Fig. 1: run 1, placed cells, one colour a class
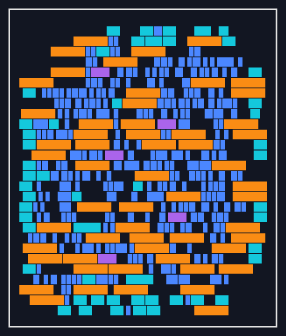
Fig. 2: run 1, sequential cells coloured by netlist name
Other sequential cells in the stronger grey, the rest of the logic in the fainter grey.
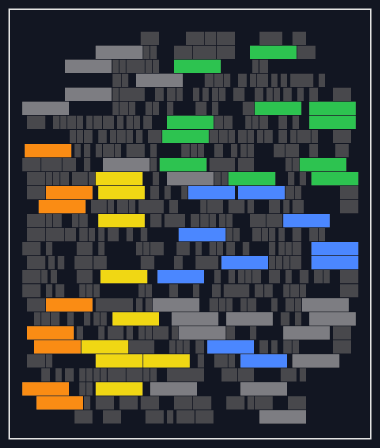
Fig. 3: run 1, clock routing
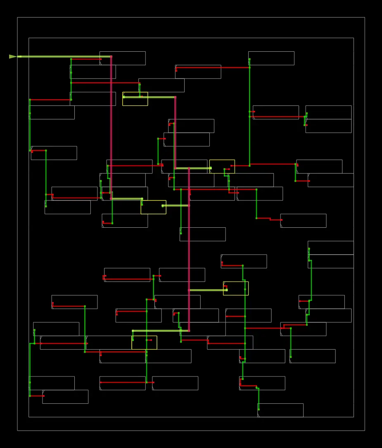
Fig. 4: run 1, wire density map
14 x 17 tiles, from dark blue (low) to red (high), scaled to the fullest tile. Values are wire area over tile area, all layers added.
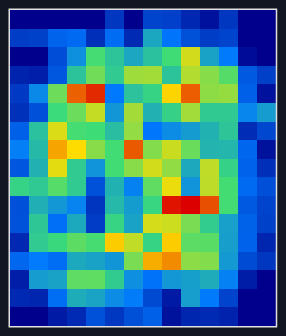
==> config.mk <==
export PLATFORM = sky130hd
export DESIGN_NAME = instr_loader_flat
export DESIGN_NICKNAME = d
export VERILOG_FILES = /design/src/rtl/instr_loader_pkg.sv /design/src/rtl/instr_loader_if.sv /design/src/rtl/instr_loader.sv /design/src/flat_wrapper.sv
export SDC_FILE = /design/constraint.sdc
export NUM_CORES = 1
export LEC_CHECK = 0
export ABC_AREA = 1
export CAP_MARGIN = 20
export CORE_ASPECT_RATIO = 1.2
export CORE_MARGIN = 2
export CORE_UTILIZATION = 53
export DETAILED_ROUTE_END_ITERATION = 16
export PLACE_DENSITY = 0.77
export SLEW_MARGIN = 20
export SYNTH_ARGS = -nofsm -noshare
export SYNTH_HDL_FRONTEND = slang
export SYNTH_SLANG_ARGS = --single-unit
==> constraint.sdc <==
create_clock -name clk -period 1.9 [get_ports clk]
set_input_delay 0.285 -clock clk [delete_from_list [all_inputs] [get_ports clk]]
set_output_delay 0.285 -clock clk [all_outputs]
set_load 0.05 [all_outputs]
==> impl_metrics.py, run 1 <==
# Physical implementation metrics
metrics = {
    "global_route": {
        "globalRoute.totalOverflow": 0,
        "grt_pass1_vias": 2254,
        "grt_start_max_net_pins": 57,
        "antenna_found_initial": 0,
    },
    "synthesis": {
        "yosysChipArea_um2": 2760,
        "topCombFamilyByArea": "simple AND/OR/NAND/NOR gates",
        "synth_top_cell_by_area": "dfrtp_1",
        "synth-edff-count": 0,
        "numSynthFlops": 56,
        "synth_adder_area_share_pct": 0.907,
        "synthArstFlopShare_pct": 100,
        "ys_seq_share_pct": 50.8,
        "ys_cells": 337,
        "yosys-top-cells-count": "nand2_1, dfrtp_1, inv_1, nor2_1, nand3_1",
        "yosys_warnings": 0,
        "flop_cell": "dfrtp_1",
        "most_common_cell": "nand2_1",
        "muxShareOfSynthArea_pct": 0.408,
        "synth_top_area_share_pct": 50.8,
        "synth-compound-area-share_pct": 11.5,
    },
    "power": {
        "internal-power_mw": 2.06,
        "p_sw_mw": 1.45,
        "max-vdd-ir-drop_v": 0.000825,
        "swShare_pct": 41.2,
        "power_mw": 3.50,
        "combPwrFrac_pct": 38.9,
        "powerClk_mw": 0.589,
        "top_power_group": "sequential cells",
        "power_density_nw_per_um2": 1040,
        "powerComb_mw": 1.36,
        "pwr-share-clk_pct": 16.8,
    },
    "placement": {
        "place_hpwl_mm": 4.33,
        "port_buffers": 46,
        "pre_cts_ws_ns": 0.229,
        "placedInstanceArea_um2": 3290,
    },
    "clocking": {
        "cts_setup_buffers": 0,
        "post_cts_resized": 0,
        "cts_tree": "yes",
        "htreeDepth": 2,
        "cts_buffers": 5,
        "clock-sinks": 56,
        "clk_pin_slew_ns": 0.09,
    },
    "worst_setup_path": {
        "path_cells": "clkdlybuf4s50_1",
        "cp-start-kind": "flip-flop",
        "reg2reg_slack_ns": 0.25,
        "path_buffers": 1,
        "arrival_ns": 1.56,
        "cp_slowest_stage_delay_ns": 0.83,
        "end_kind": "output port",
        "crit_cells": 1,
        "crit_family": "buffers and inverters",
        "cp.required_ns": 1.62,
    },
    "route": {
        "drc_errors": 0,
        "wl_per_cell_um": 12.8,
        "drt_first_pass_iters": 4,
    },
    "floorplanning": {
        "die_h_um": 83.0,
        "rows": 28,
        "chip_area_um2": 5800,
        "die_w_um": 69.8,
    },
    "timing": {
        "finalSetupViolCount": 0,
        "grt_setup_unrepaired": "false",
        "finalHoldViolCount": 0,
        "fin_crit_ns": 1.85,
        "fin_ws_ns": 0.0546,
        "max_freq_mhz": 542,
        "timing.final.crit_share_pct": 97.1,
        "worst-slew-pin-transition_ns": 0.505,
        "drv_slew": 0,
        "relSlewSlack_pct": 66.2,
    },
    "cells_and_area": {
        "layout-drive-gt1-share_pct": 10.6,
        "layout.nets": 403,
        "largest_reg_flops": 11,
    },
    "min_path": {
        "hold_path.class": "input port to async pin",
    },
    "status": {
        "outcome": "complete, no violations",
    },
}
Notes on Fig. 1 above:
| class | colour | cells |
|---|---|---|
| sequential cells | orange | 56 |
| combinational and other logic | blue | 274 |
| clock drivers | purple | 5 |
| remaining buffers and delay cells | cyan | 52 |
core area: 4970 um2
final instance area: 3360 um2

Notes on Fig. 2 above:
| netlist name | colour | sequential cells |
|---|---|---|
| u_core.lo_byte | orange | 8 |
| u_core.addr | blue | 10 |
| u_core.bus.wr_data | yellow | 9 |
| u_core.bus.word_count | green | 11 |
Storage cell area: 1400 um2
sequential group power: 1.55 mW
register share of the cell area: 41.7%
Final Util: 67.6%

Notes on Fig. 3 above:
clock buf count: 5
Final Skew: 0.00934 ns

Notes on Fig. 4 above:
tiles over half the peak: 27%
nearly empty tiles: 8.4%
densest ninth of the die: centre
fullest tile: 0.45
via count: 2347
WL final: 5.74 mm

run 1: cell type report:
class | instances | area (um2) | share of cell area [%]
Sequential cell | 56 | 1400 | 41.7
Multi-Input combinational cell | 231 | 1120 | 33.4
Clock buffer | 5 | 68.8 | 2.05
Timing Repair Buffer | 52 | 531 | 15.8
Tap cell | 60 | 75.1 | 2.23
Inverter | 43 | 166 | 4.95
run 1: kinds of logic (layout without fill, tap and decap cells):
| family | count (synthesis) | count (layout) |
|---|---|---|
| xor gates and xnor gates | 2 | 2 |
| muxes | 1 | 1 |
| AOI/OAI and AO/OA | 53 | 53 |
| DFF | 56 | 56 |
| buffers and inverters | 50 | 100 |
| adders and majority gates | 2 | 2 |
| and+or+nand+nor | 173 | 173 |
run 1: through the flow:
stage               hold WS [ns]  instances
global route               0.363        447
finish                     0.341        447
floorplan                  0.435        337
detailed placement         0.458        442
CTS                        0.355        447
global placement           0.455        442
run 1: layer usage:
| layer | wire (um) | part of all wire [%] | vias up | track usage (%) |
|---|---|---|---|---|
| met2 | 2940 | 51 | 57 | 36.5 |
| met1 | 2470 | 43 | 1093 | 26.8 |
| met3 | 217 | 3.8 | 12 | 3.03 |
| met4 | 114 | 2.0 | 0 | 7.17 |
| li1 | - | - | 1185 | - |
| met5 | 0 | 0 | - | 0 |
run 1: cell usage in the layout (no fill, tap or decap), drive strengths merged:
master,instances
nand2,100
dfrtp,56
clkdlybuf4s50,42
inv,42
o21ai,36
nor2,33
nand3,28
a21oi,12
buf,8
nand4,6
clkbuf,5
nand3b,3
o22ai,3
xor2,2
nor3,2
ha,2
dlymetal6s2s,2
clkinv,1
nor3b,1
o31ai,1
mux2,1
o32ai,1
==> run 1 -> run 2 <==
--- a/config.mk
+++ b/config.mk
@@ -8,7 +8,6 @@
 export ABC_AREA = 1
 export CAP_MARGIN = 20
 export CORE_ASPECT_RATIO = 1.2
-export CORE_MARGIN = 2
 export CORE_UTILIZATION = 53
 export DETAILED_ROUTE_END_ITERATION = 16
 export PLACE_DENSITY = 0.77
==> constraint.sdc (replaced) <==
create_clock -name clk -period 2.04 [get_ports clk]
set_input_delay 0.306 -clock clk [delete_from_list [all_inputs] [get_ports clk]]
set_output_delay 0.306 -clock clk [all_outputs]
set_load 0.05 [all_outputs]
==> run 2 against run 1 <==
Net effect:
- wire length shrank 1.8%
- critical path depth is the same
- via count increased by 0.17%
- combinational power shrank 6%
- global-route usage rose by 2.0 points
- sequential share of layout area shrank 0.38 points
- clock-buffer cell count rose by 1
- clock power is 23% higher
- synthesized cell count stayed put
- register-to-register slack gained 0.08 ns
- largest power group unchanged
==> impl_metrics.py, run 2 <==
# Physical implementation metrics
metrics = {
    "status": {
        "outcome": "complete, no violations",
    },
    "worst_setup_path": {
        "cp.required_ns": 1.73,
        "path_buffers": 1,
        "end_kind": "output port",
        "path_cells": "clkdlybuf4s50_1",
        "cp-start-kind": "flip-flop",
        "crit_type": "flip-flop to output port",
        "crit_cells": 1,
        "arrival_ns": 1.64,
        "reg2reg_slack_ns": 0.33,
        "cp_max_fo": 8,
        "crit_family": "buffers and inverters",
        "r2r.worst_path.cells": 10,
        "cp_slowest_stage_delay_ns": 0.84,
    },
    "route": {
        "drt_first_pass_iters": 4,
        "antenna_left": 0,
        "drc_errors": 0,
        "routed_via_density": 5.24,
    },
    "run": {
        "maxCapViolCount": 0,
        "warning_count": 26,
    },
    "timing": {
        "relSlewSlack_pct": 65.7,
        "max_freq_mhz": 515,
        "fin_worst_skew_ns": 0.00521,
        "finalHoldViolCount": 0,
        "worst-slew-pin-transition_ns": 0.512,
        "fin_ws_ns": 0.0989,
        "fin_crit_ns": 1.94,
        "grt_setup_unrepaired": "false",
        "drv_slew": 0,
        "timing.final.crit_share_pct": 95.2,
        "finalSetupViolCount": 0,
    },
    "clocking": {
        "cts_setup_buffers": 0,
        "clock_latency_ns": 0.31,
        "cts_hold_buf": 0,
        "cts_root_buffer": "clkbuf_8",
        "clockBufferDepth": 2,
        "clk_pin_slew_ns": 0.10,
        "cts_tree": "yes",
        "clock-sinks": 56,
        "htreeDepth": 2,
        "cts_buffers": 5,
        "post_cts_resized": 0,
    },
    "synthesis": {
        "most_common_cell": "nand2_1",
        "postSynthAreaPerCell_um2": 8.18,
        "ys_cells": 337,
        "ys_seq_share_pct": 50.8,
        "synth_top_area_share_pct": 50.8,
        "synth-edff-count": 0,
        "flop_cell": "dfrtp_1",
        "yosys_warnings": 0,
        "synth_nets": 351,
        "synth_top_cell_by_area": "dfrtp_1",
        "synthesis.instances": 337,
        "numSynthFlops": 56,
        "synthArstFlopShare_pct": 100,
        "yosys-top-cells-count": "nand2_1, dfrtp_1, inv_1, nor2_1, nand3_1",
        "netlist_area_um2": 2760,
        "yosysChipArea_um2": 2760,
        "synth.area.top_cells": "dfrtp_1, nand2_1, inv_1",
    },
    "global_route": {
        "grt_first_pass_wirelength_mm": 9.49,
        "grt_start_max_net_pins": 35,
        "grt_pass1_vias": 2129,
        "globalRoute.totalOverflow": 0,
        "antenna_found_initial": 0,
    },
    "power": {
        "power_leakage_nw": 1.59,
        "power_density_nw_per_um2": 1020,
        "max-vdd-ir-drop_v": 0.000973,
    },
    "placement": {
        "gp_congestion": 0.946,
        "port_buffers": 46,
        "placedInstanceArea_um2": 3290,
        "place_hpwl_mm": 4.17,
        "pre_cts_ws_ns": 0.293,
    },
    "cells_and_area": {
        "layout.nets": 402,
        "lay_top_count": "nand2_1",
        "layout-drive-gt1-share_pct": 10.3,
        "diodes": 0,
        "layout_top_cells": "nand2_1, dfrtp_1, clkdlybuf4s50_1, inv_1, nor2_1",
        "syn_to_final_growth_pct": 23.1,
        "largest_reg_flops": 11,
    },
    "floorplanning": {
        "coreArea_um2": 4970,
        "chip_area_um2": 5500,
        "ios": 47,
        "die_h_um": 81.0,
        "die_w_um": 67.8,
        "fp_util_pct": 55.4,
    },
    "min_path": {
        "hold_path.class": "input port to async pin",
    },
}
## run 2: cell counts after synthesis
No cell type changed its count.
## run 2: kinds of logic (layout without fill, tap and decap cells)
| logic type | Yosys count | count (layout) | share of synthesized area, % |
|---|---|---|---|
| AND-OR/OR-AND | 53 | 53 | 11.5 |
| XOR/XNOR | 2 | 2 | 0.635 |
| AND/OR/NAND/NOR | 173 | 173 | 27.3 |
| flip-flops | 56 | 56 | 50.8 |
| adder cells (fa/ha/maj) | 2 | 2 | 0.907 |
| multiplexers | 1 | 1 | 0.408 |
| buffers and inverters | 50 | 102 | 8.48 |
## run 2: layout make-up
cell class	instances	area [um2]
fill	433	1580
sequential	56	1400
multi-input combinational	231	1120
timing repair buffer	51	523
inverter	43	166
tap	60	75.1
clock buffer	6	72.6
clock inverter	2	35.0
## run 2: power by group
| part | total (mW) | leakage [nW] | switching [mW] | internal [mW] |
|---|---|---|---|---|
| combinational | 1.28 | 0.786 | 0.882 | 0.402 |
| sequential | 1.44 | 0.749 | 0.150 | 1.29 |
| clock | 0.726 | 0.0552 | 0.361 | 0.365 |
## run 2: per-stage QoR
stage | total power [mW] | instances | hold slack (ns)
detailed placement | 2.73 | 441 | 0.458
global placement | 2.71 | 441 | 0.454
global route | 3.67 | 449 | 0.237
finish | 3.45 | 449 | 0.198
CTS | 3.46 | 449 | 0.200
floorplan | 2.40 | 337 | 0.436
## run 2: layer usage
metal  GRT usage [%]  up-vias  routed length [um]
li1                -     1189                   -
met1            30.0     1080                2500
met2            36.5       61                2740
met3            3.93       21                 188
met4            12.1        0                 208
met5               0        -                   0
Fig. 5: run 2, wire density map
14 x 16 tiles, from dark blue (low) to red (high), scaled to the fullest tile. Values are wire area over tile area, all layers added.
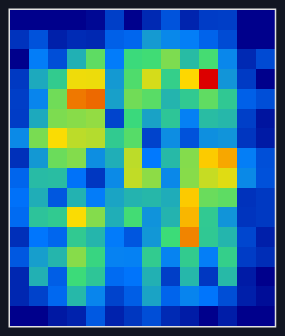
mean over tiles: 0.16
emptiest ninth of the die: south-east
nearly empty tiles: 8.0%
WL final: 5.64 mm
Tot GR Track Use: 23.1%
via count: 2351
routed len/inst: 12.6 um

Fig. 6: run 2, placed cells, one colour a class
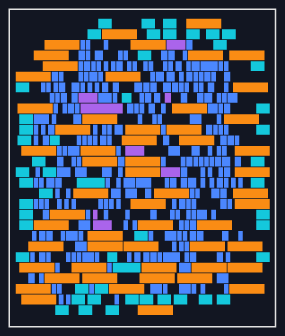
| class | colour | cells |
|---|---|---|
| remaining buffers and delay cells | cyan | 51 |
| clock drivers and dummy loads | purple | 8 |
| sequential cells | orange | 56 |
| combinational and other logic | blue | 274 |
final instance area: 3400 um2
register share of the cell area: 41.3%
Final Util: 68.3%
# rows: 28

Power is estimated from default activity; no workload was simulated.
